$ cat src/rtl/jtframe_sdram_arb_pkg.sv
// Shared definitions for the SDRAM slot arbiter:
// FSM state encodings and the slot-index width helper.
package jtframe_sdram_arb_pkg;

    localparam logic [1:0] ST_IDLE = 2'd0;
    localparam logic [1:0] ST_REQ  = 2'd1;
    localparam logic [1:0] ST_WAIT = 2'd2;

    function automatic int idx_w(input int n);
        return (n < 2) ? 1 : $clog2(n);
    endfunction

endpackage

$ cat src/rtl/jtframe_arb_pick.sv
// Combinational slot picker: fixed priority for masked slots,
// rotating search from rr_ptr for the rest.
module jtframe_arb_pick
    import jtframe_sdram_arb_pkg::*;
#(
    parameter int SLOTS = 10,
    parameter int SW    = 4
) (
    input  logic [SLOTS-1:0] pending,
    input  logic [SLOTS-1:0] prio_mask,
    input  logic [SW-1:0]    rr_ptr,
    output logic [SW-1:0]    sel,
    output logic             any
);

    // rr_ptr is always below SLOTS, so one wrap subtraction suffices
    function automatic logic [SW-1:0] wrap_idx(input logic [SW-1:0] base, input int k);
        int s;
        s = int'(base) + k;
        if (s >= SLOTS) s = s - SLOTS;
        return SW'(s);
    endfunction

    always_comb begin
        sel = '0;
        any = 1'b0;
        for (int i = 0; i < SLOTS; i++) begin
            if (!any && pending[i] && prio_mask[i]) begin
                sel = SW'(i);
                any = 1'b1;
            end
        end
        for (int k = 0; k < SLOTS; k++) begin
            if (!any && pending[wrap_idx(rr_ptr, k)] && !prio_mask[wrap_idx(rr_ptr, k)]) begin
                sel = wrap_idx(rr_ptr, k);
                any = 1'b1;
            end
        end
    end

endmodule

$ cat src/rtl/jtframe_sdram_arb.sv
// N-slot SDRAM request arbiter with per-slot last-address cache,
// optional per-slot writes and mixed priority/round-robin scheduling.
module jtframe_sdram_arb
    import jtframe_sdram_arb_pkg::*;
#(
    parameter int              SLOTS     = 10,
    parameter int              AW        = 22,
    parameter int              DW        = 32,
    parameter logic [SLOTS-1:0] PRIO_MASK = '0,
    parameter logic [SLOTS-1:0] WR_MASK   = '0
) (
    input  logic                clk,
    input  logic                rst,
    input  logic [SLOTS-1:0]    slot_cs,
    input  logic [SLOTS-1:0]    slot_wr,
    input  logic [SLOTS*AW-1:0] slot_addr,
    input  logic [SLOTS*16-1:0] slot_din,
    input  logic [SLOTS*2-1:0]  slot_dsn,
    output logic [SLOTS*DW-1:0] slot_dout,
    output logic [SLOTS-1:0]    slot_ok,
    input  logic                downloading,
    output logic                sdram_req,
    input  logic                sdram_ack,
    output logic [AW-1:0]       sdram_addr,
    output logic                sdram_rnw,
    output logic [15:0]         data_write,
    output logic [1:0]          sdram_wrmask,
    input  logic                data_rdy,
    input  logic [DW-1:0]       data_read,
    output logic                refresh_en
);

    localparam int SW = idx_w(SLOTS);

    logic [1:0]       state_q, state_d;
    logic [SW-1:0]    sel_q, sel_d;
    logic [SW-1:0]    rr_q, rr_d;
    logic [AW-1:0]    addr_q, addr_d;
    logic             rnw_q, rnw_d;
    logic [15:0]      din_q, din_d;
    logic [1:0]       dsn_q, dsn_d;
    logic [SLOTS-1:0] valid_q, valid_d;
    logic [SLOTS-1:0] tag_wr_q, tag_wr_d;
    logic [AW-1:0]    tag_addr_q [SLOTS];
    logic [AW-1:0]    tag_addr_d [SLOTS];
    logic [DW-1:0]    dout_q [SLOTS];
    logic [DW-1:0]    dout_d [SLOTS];

    logic [SLOTS-1:0] eff_wr;
    logic [SLOTS-1:0] hit;
    logic [SLOTS-1:0] inflight;
    logic [SLOTS-1:0] pending;
    logic [SW-1:0]    pick_sel;
    logic             pick_any;
    logic             done;

    assign eff_wr = slot_wr & WR_MASK;

    for (genvar i = 0; i < SLOTS; i++) begin : g_slot
        assign inflight[i] = (state_q != ST_IDLE) && (sel_q == SW'(i));
        assign hit[i] = valid_q[i] & slot_cs[i]
                      & (tag_addr_q[i] == slot_addr[i*AW +: AW])
                      & (tag_wr_q[i] == eff_wr[i]);
        assign slot_dout[i*DW +: DW] = dout_q[i];
    end

    assign pending = slot_cs & ~hit & ~inflight;

    jtframe_arb_pick #(
        .SLOTS (SLOTS),
        .SW    (SW)
    ) u_pick (
        .pending   (pending),
        .prio_mask (PRIO_MASK),
        .rr_ptr    (rr_q),
        .sel       (pick_sel),
        .any       (pick_any)
    );

    // an ack together with data_rdy finishes the access in the REQ cycle
    assign done = ((state_q == ST_REQ) && sdram_ack && data_rdy)
               || ((state_q == ST_WAIT) && data_rdy);

    always_comb begin
        state_d    = state_q;
        sel_d      = sel_q;
        rr_d       = rr_q;
        addr_d     = addr_q;
        rnw_d      = rnw_q;
        din_d      = din_q;
        dsn_d      = dsn_q;
        valid_d    = downloading ? '0 : valid_q;
        tag_wr_d   = tag_wr_q;
        tag_addr_d = tag_addr_q;
        dout_d     = dout_q;
        unique case (state_q)
            ST_IDLE: begin
                if (pick_any && !downloading) begin
                    sel_d   = pick_sel;
                    addr_d  = slot_addr[int'(pick_sel)*AW +: AW];
                    rnw_d   = !eff_wr[pick_sel];
                    din_d   = slot_din[int'(pick_sel)*16 +: 16];
                    dsn_d   = slot_dsn[int'(pick_sel)*2 +: 2];
                    state_d = ST_REQ;
                    if (!PRIO_MASK[pick_sel])
                        rr_d = (int'(pick_sel) == SLOTS-1) ? '0 : pick_sel + SW'(1);
                end
            end
            ST_REQ: begin
                if (sdram_ack) state_d = data_rdy ? ST_IDLE : ST_WAIT;
            end
            ST_WAIT: begin
                if (data_rdy) state_d = ST_IDLE;
            end
            default: state_d = ST_IDLE;
        endcase
        if (done) begin
            if (rnw_q) dout_d[sel_q] = data_read;
            tag_addr_d[sel_q] = addr_q;
            tag_wr_d[sel_q]   = !rnw_q;
            if (!downloading) valid_d[sel_q] = 1'b1;
        end
    end

    always_ff @(posedge clk) begin
        if (rst) begin
            state_q    <= ST_IDLE;
            sel_q      <= '0;
            rr_q       <= '0;
            addr_q     <= '0;
            rnw_q      <= 1'b1;
            din_q      <= '0;
            dsn_q      <= 2'b11;
            valid_q    <= '0;
            tag_wr_q   <= '0;
            tag_addr_q <= '{default: '0};
            dout_q     <= '{default: '0};
        end else begin
            state_q    <= state_d;
            sel_q      <= sel_d;
            rr_q       <= rr_d;
            addr_q     <= addr_d;
            rnw_q      <= rnw_d;
            din_q      <= din_d;
            dsn_q      <= dsn_d;
            valid_q    <= valid_d;
            tag_wr_q   <= tag_wr_d;
            tag_addr_q <= tag_addr_d;
            dout_q     <= dout_d;
        end
    end

    assign slot_ok      = hit;
    assign sdram_req    = (state_q == ST_REQ);
    assign sdram_addr   = addr_q;
    assign sdram_rnw    = rnw_q;
    assign data_write   = din_q;
    assign sdram_wrmask = dsn_q;
    assign refresh_en   = (state_q == ST_IDLE) && (pending == '0);

endmodule

$ cat config.mk
export PLATFORM = sky130hd
export DESIGN_NAME = jtframe_sdram_arb
export DESIGN_NICKNAME = d
export VERILOG_FILES = /design/src/rtl/jtframe_sdram_arb_pkg.sv /design/src/rtl/jtframe_arb_pick.sv /design/src/rtl/jtframe_sdram_arb.sv
export SDC_FILE = /design/constraint.sdc
export NUM_CORES = 2
export LEC_CHECK = 0
export CELL_PAD_IN_SITES_DETAIL_PLACEMENT = 1
export CELL_PAD_IN_SITES_GLOBAL_PLACEMENT = 1
export CORE_AREA = 2 2 320 322
export CTS_CLUSTER_SIZE = 28
export DETAILED_ROUTE_END_ITERATION = 10
export DIE_AREA = 0 0 322 324
export MAX_ROUTING_LAYER = met4
export PLACE_DENSITY_LB_ADDON = 0.1
export REMOVE_ABC_BUFFERS = 1
export SYNTH_ARGS = -nofsm -noshare
export SYNTH_HDL_FRONTEND = slang
export SYNTH_SLANG_ARGS = --single-unit
$ cat constraint.sdc
create_clock -name clk -period 10.4 [get_ports clk]
set_input_delay 1.04 -clock clk [delete_from_list [all_inputs] [get_ports clk]]
set_output_delay 1.04 -clock clk [all_outputs]
set_load 0.03 [all_outputs]
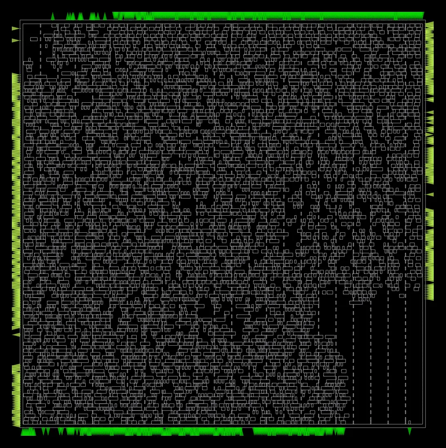
Figure 1: placed standard cells.
Fillers: 12000
Seq Cell Count: 610

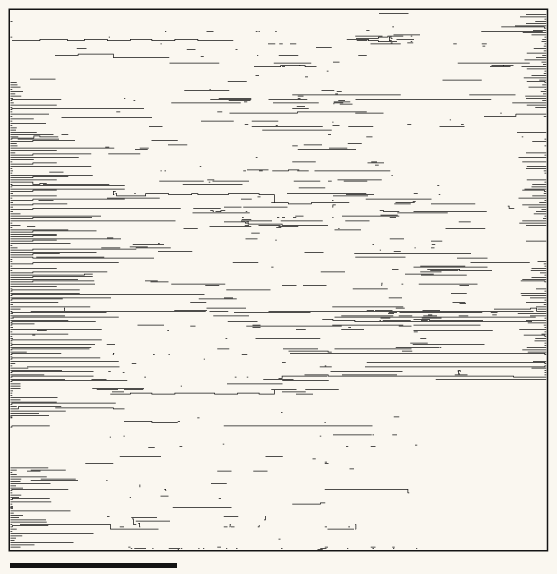
Figure 2: metal 3.
Scale bar: 100 um.
main direction	horizontal
longest straight run	159 um
wire length on this layer	12100 um
nets with wire on the layer	559
vias: 31300
final wirelength: 162000 um
met3 usage: 0.0769

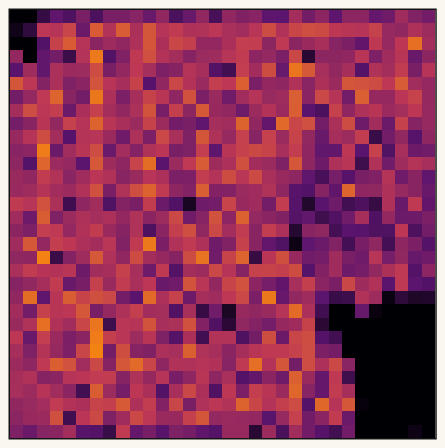
Figure 3: cell density map.
The die is cut into 32 by 32 equal tiles; black is low, pale yellow is high, 0 to 100% covered.
mean over tiles	39%
nearly empty tiles	6.6%
emptiest ninth of the die	bottom right
fullest tile	72%
Final Util: 0.415
initial core utilization: 0.297
CORE AREA: 0.101 sq mm

==> flow_metrics.env <==
# physical design summary
export IMPL_status="complete, no violations"
export IMPL_top_cell="nand2_1"
export IMPL_yosysUniqueCellTypes=103
export IMPL_path_max_fanout=27
export IMPL_fin_tns_setup_ns=0
export IMPL_cts_tree="done"
export IMPL_drc=0
export IMPL_skew_ns=0.0219
export IMPL_nets=4995
export IMPL_syn_area_sq_mm=0.0300
export IMPL_root_buffer="clkbuf_16"
export IMPL_tightest_slew_ns=1.15
export IMPL_crit_slowest_cell="nor3_4"
export IMPL_via_per_inst=5.27
export IMPL_drive_gt1_frac=0.0671
export IMPL_async_reset_ff_frac=0
export IMPL_relSlewSlack=0.232
export IMPL_drv_cap=0
export IMPL_leakage_nw=14.7
export IMPL_synth_flops=610
export IMPL_warning_count=53
export IMPL_cts_made_buffers=76
export IMPL_hold_path_class="register to register"
export IMPL_area_leaders="dfxtp_1 41%, nand2_1 15%, a21oi_1 10%, xor2_1 5.1%, clkbuf_1 3.0%"
export IMPL_setup_viol=0
export IMPL_avgSynthCellArea_sq_um=7.76
export IMPL_fin_crit_ns=7.53
export IMPL_synth_largest_area_cell="dfxtp_1"
export IMPL_die_area_sq_mm=0.104
export IMPL_ys_area_sq_mm=0.0300
export IMPL_cts_path_max_buffers=3
export IMPL_gp_congestion=0.975
export IMPL_synthCells=3869
export IMPL_dr_pass1_iters=9
export IMPL_flop_cell="dfxtp_1"
export IMPL_grt_pass1_vias=31100
export IMPL_cts_htree_levels=3
export IMPL_ctsResizeCount=0
export IMPL_p_per_area_mw_per_mm2=277
export IMPL_cpMostUsedCell="buf_4"
export IMPL_cts_clk_slew_worst_paths_ns=0.06
export IMPL_antenna_found_initial=59
export IMPL_hold_violations=0
export IMPL_grt_ovfl_total=0
export IMPL_yosys_stat_seqShare=0.407
export IMPL_yosysWarnings=0
export IMPL_grt_usage=0.308
export IMPL_slew_violations=0
export IMPL_synth_edff_count=0
export IMPL_area_growth_pct=39.5
export IMPL_design_area_sq_mm=0.0419
export IMPL_cts_hold_buffers=0
export IMPL_grt_max_degree=176
export IMPL_yosys_cells=3869
export IMPL_placed_area_sq_mm=0.0392
export IMPL_hpwl_um=117000
export IMPL_drtAntennaViolNets=0
export IMPL_postCtsSetupRepairBufs=0
export IMPL_cts_sinks=610
export IMPL_common_cells="1231 x nand2_1, 620 x a21oi_1, 610 x dfxtp_1"
export IMPL_cp_cell_sequence="clkdlybuf4s50_1 -> xor2_1 -> nor4_1 -> nand4_1 -> o21bai_1 -> a2bb2oi_1 -> o2111ai_1 -> a2111oi_4 -> and4_1 -> and4b_1 -> o2bb2ai_1 -> a21oi_2 -> buf_4 -> nor3_4 -> buf_4 -> a221o_1 -> a211o_1"
export IMPL_finalPower_mw=11.6
export IMPL_rsz0062_at_grt="no"
export IMPL_core_rowCount=117
export IMPL_cpPeakStageDelay_ns=0.93
export IMPL_arrival_ns=8.12
export IMPL_die_x_um=322
export IMPL_max_vdd_ir_drop_mv=0.329
export IMPL_crit_required_ns=10.99
export IMPL_worstSetupEndpointType="register"
export IMPL_dieHeight_um=324
export IMPL_io_buffers=818
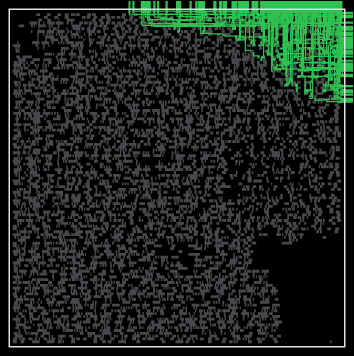
Figure 4: wires at chosen ports, followed through buffers.
port	color	direction	end cells	buffers	wire
slot_din	green	input	96	160	6600 um

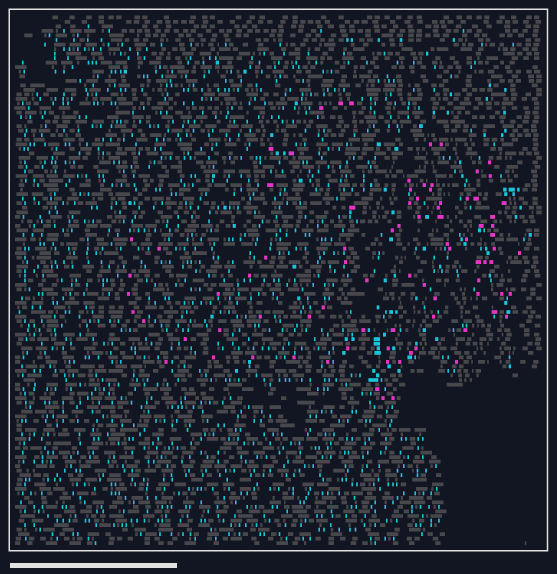
Figure 5: logic cells by family.
Scale bar: 100 um.
family	color	cells	most used
NAND gates	cyan	1312	nand2_1
AND and OR gates	magenta	85	and2_1
combinational share of cell area: 0.396
most frequent logic cell in the layout: nand2_1
non-filler cells in the finished layout: 5935

==> logic make-up after synthesis <==
kind of cell	synth area share
other cells	0.000125
mux	0.0566
compound gates	0.191
xor+xnor	0.0700
fa+ha+maj	0.00983
simple gates	0.219
buf+inv	0.0467
flops	0.407
==> power by group <==
group / total [mW] / switching, mW / internal (mW)
combinational: 6.42 / 4.05 / 2.38
sequential: 2.47 / 0.0523 / 2.42
clock: 2.73 / 1.14 / 1.58
total: 11.6 / 5.24 / 6.38
==> placed cells by master, fill, tap and decap left out, types with 17 or more instances in the layout <==
master           count
a2111oi_0           23
a211o_1             27
a21oi_1            620
a221o_1             23
a22o_1              17
a22oi_1             26
and2_1              33
buf_4               68
clkbuf_1            17
clkbuf_16           77
clkbuf_8            19
clkdlybuf4s50_1    817
dfxtp_1            610
diode_2             54
ha_1                22
inv_1               18
mux2_1              38
mux2_2              54
mux2i_1             52
nand2_1           1224
nand3_1             36
nand4_1             20
nor2_1              43
nor3_1              31
nor4_1              53
o211ai_1            29
o21a_1              20
o21ai_0             36
xnor2_1             59
xor2_1             176
==> metal layers <==
layer	up-vias	routed length, um	share of wire	GRT usage
met1	15500	66700	0.41	0.369
met4	0	4980	0.031	0.105
met2	1055	78200	0.48	0.503
met5	-	0	0	-
li1	14500	-	-	-
met3	211	12100	0.075	0.0769
==> critical path, delay by kind of cell <==
family / cells / cell delay (ns)
AND/OR/NAND/NOR: 5 / 3.20
buffers and inverters: 3 / 1.21
AND-OR/OR-AND: 8 / 2.43
XOR/XNOR: 1 / 0.20
==> state kept, by name, indices dropped and copies added (netlist names) <==
name,count
data_write,16
rr_q,4
sdram_addr,22
sdram_wrmask,2
sel_q,4
slot_dout,320
state_q,2
tag_addr_q,220
tag_wr_q,10
valid_q,10
==> through the flow <==
stage / worst slack (ns) / cells / hold slack [ns]
floorplan: 2.38 / 3550 / 0.441
finish: 2.87 / 5935 / 0.451
global route: 2.67 / 5933 / 0.471
global placement: 2.52 / 5746 / 0.441
detailed placement: 2.42 / 5746 / 0.446
CTS: 3.08 / 5881 / 0.453
==> final cells by class <==
| cell class | count | area (sq um) | share of cell area |
|---|---|---|---|
| diodes | 54 | 135 | 0.00323 |
| clock buffers | 113 | 2250 | 0.0538 |
| clock inverters | 22 | 275 | 0.00657 |
| inverters | 22 | 82.6 | 0.00197 |
| multi-input cells | 2918 | 16600 | 0.396 |
| flip-flops and latches | 610 | 12200 | 0.291 |
| well taps | 1309 | 1640 | 0.0391 |
| repair buffers | 887 | 8720 | 0.208 |
==> final timing paths <==
path	startpoint	endpoint	slack (ns)	depth (start not counted)
max	slot_addr[47]	sdram_addr[5]$_SDFFE_PP0P_	2.87	17
min	slot_dout[245]$_SDFFE_PP0P_	slot_dout[245]$_SDFFE_PP0P_	0.45	2
max reg2reg	rr_q[1]$_SDFFE_PP0P_	sdram_addr[5]$_SDFFE_PP0P_	2.96	20
min reg2reg	slot_dout[245]$_SDFFE_PP0P_	slot_dout[245]$_SDFFE_PP0P_	0.45	2
Power figures rest on the tool's default switching activity, not on a simulated workload.
